==> config.mk <==
export PLATFORM = sky130hd
export DESIGN_NAME = bus_error_responder
export DESIGN_NICKNAME = d
export VERILOG_FILES = /design/src/rtl/bus_error_responder_pkg.sv /design/src/rtl/bus_error_responder_sat_counter.sv /design/src/rtl/bus_error_responder.sv
export SDC_FILE = /design/constraint.sdc
export NUM_CORES = 1
export LEC_CHECK = 0
export CELL_PAD_IN_SITES_DETAIL_PLACEMENT = 0
export CELL_PAD_IN_SITES_GLOBAL_PLACEMENT = 1
export CORE_UTILIZATION = 25
export CTS_CLUSTER_SIZE = 30
export DETAILED_ROUTE_END_ITERATION = 10
export PLACE_DENSITY = 0.82
export SYNTH_ARGS = -nofsm -noshare
export SYNTH_HDL_FRONTEND = slang
export SYNTH_SLANG_ARGS = --single-unit
==> constraint.sdc <==
create_clock -name i_clk -period 1.9 [get_ports i_clk]
set_clock_uncertainty 0.05 [all_clocks]
set_input_delay 0.38 -clock i_clk [delete_from_list [all_inputs] [get_ports i_clk]]
set_output_delay 0.38 -clock i_clk [all_outputs]
set_load 0.02 [all_outputs]
Figure 1. Selected gate families (run 1).
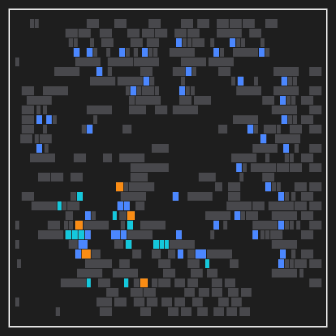
- NOR gates: cyan (cells 14)
- inverting AOI/OAI gates: blue (cells 45; most used a21oi_1; where widely spread)
- AND and OR gates: orange (cells 5; most used or3_1)
most common cell after layout, fill and taps aside: clkdlybuf4s50_1
non-filler cells in the finished layout: 426
combinational share of cell area: 24.43%

Figure 2. Routing congestion map (run 1).
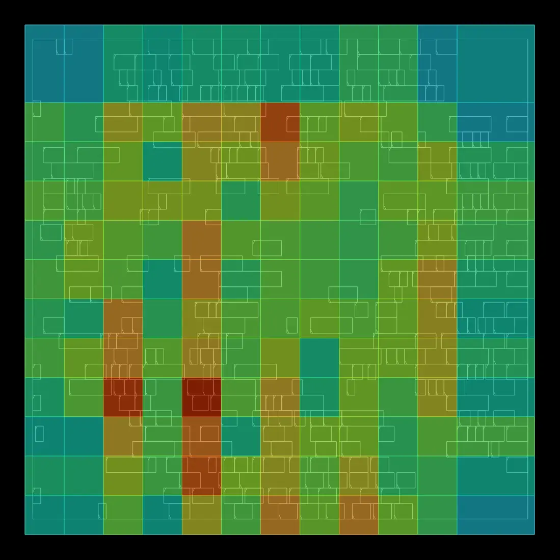
GR Util All Layers: 11.73%
post-detailed-route wirelength per cell: 11.29 um
Final Util: 41.08%
met3 Use GR: 3.324%
GR Util met2: 20.47%

Figure 3. I/O nets highlighted (run 1).
The bar under the picture is 20 um long.
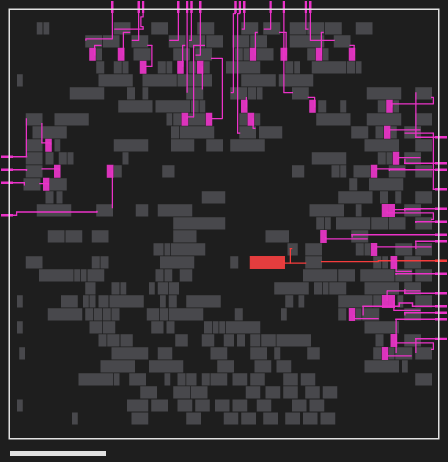
- i_addr: magenta (bits 32; direction input; edge 14 north, 14 east, 4 west; end cells 32; wire 560 um)
- o_fault_valid: red (bits 1; direction output; edge east; end cells 1; wire 32.2 um)
Top Ports: 116
Port Buf Inserts: 107

==> impl_metrics.ini <==
; synthesis and place-and-route metrics
[outcome]
run_status = finished, final reports clean

[grt]
globalRoute.totalOverflow = 0
globalRouteMet1Util_pct = 13.95
vias_in_the_first_global_route = 1505

[timing]
timing.fmax_mhz = 547.2
finalHoldViolations = 0
final_critical_path_setup_slack_ns = 0.07265
timing.hold.ws_ns = 0.4056
finalSetupTns_ns = 0
final_critical_path_time_including_i_o_delays_and_setup_ns = 1.827

[worst_setup_path]
worstPathBufferInverterCount = 1
worstSetupEndpointType = output port
cp_top_family = buffers and inverters
slowest_delay_ns = 0.65
worstPathArrival_ns = 1.40
r2r_setup_slack_ns = 0.21
critical_path_cell_count = 1
sequence_of_cells_on_the_critical_path = clkdlybuf4s50_1

[power_and_ir_drop]
power.group.top = registers
post-layout-total-power_mw = 1.991
power.density_cell_area_mw_per_mm2 = 661.2
pwr-share-clk_pct = 34.4
share_comb_of_total_power_pct = 16.0
power.combinational.total_uw = 319
pwr-share-seq_pct = 49.6
static_leak_nw = 1.183

[layout]
syn_to_final_growth_pct = 57.32
final.fill_count = 769
register_area_um2 = 900.9
non_clock_inverter_count = 1
finish.instance_area_mm2 = 0.003012
largest_reg_flops = 32
drive_above_1_share_pct = 6.116
num_antenna_cells = 0
final_net_count = 367
area.share.sequential_pct = 29.91
multiInputCombCellCount = 156

[logic_synthesis]
synthTopLogicFamily = simple AND/OR/NAND/NOR gates
syn-instance-count = 240
yosysCellCount = 240
number_of_synthesis_warnings = 0
synth.top_cells.by_count = nand2_1 (71), dfxtp_1 (45), a21oi_1 (39)
ys_seq_share_pct = 47.06
numSynthFlops = 45
synth-xor-area-share_pct = 0.4575

[flow_run]
openroad.warnings = 26

[floorplanning]
core-area_mm2 = 0.007331
die_y_um = 89.51
design.die.area_mm2 = 0.008011
initCoreUtil_pct = 26.11
floorplan.tapcells = 99
chip_width_um = 89.51
placementRows = 31

[clock_tree]
worst_skew_pair.late_latency_ns = 0.28
cts_htree_levels = 2
cts.reportedPaths.clkPinSlew_ns = 0.08
clockRootBuffer = clkbuf_8
post_cts_buffers = 0

[detailed_routing]
routed_metal_1_wire_length_um = 2132
first_iter_violations = 35

[placement]
dp_area_mm2 = 0.002938

[hold_path]
cell_depth_of_the_worst_min_delay_path = 2
Power figures rest on the tool's default switching activity, not on a simulated workload.
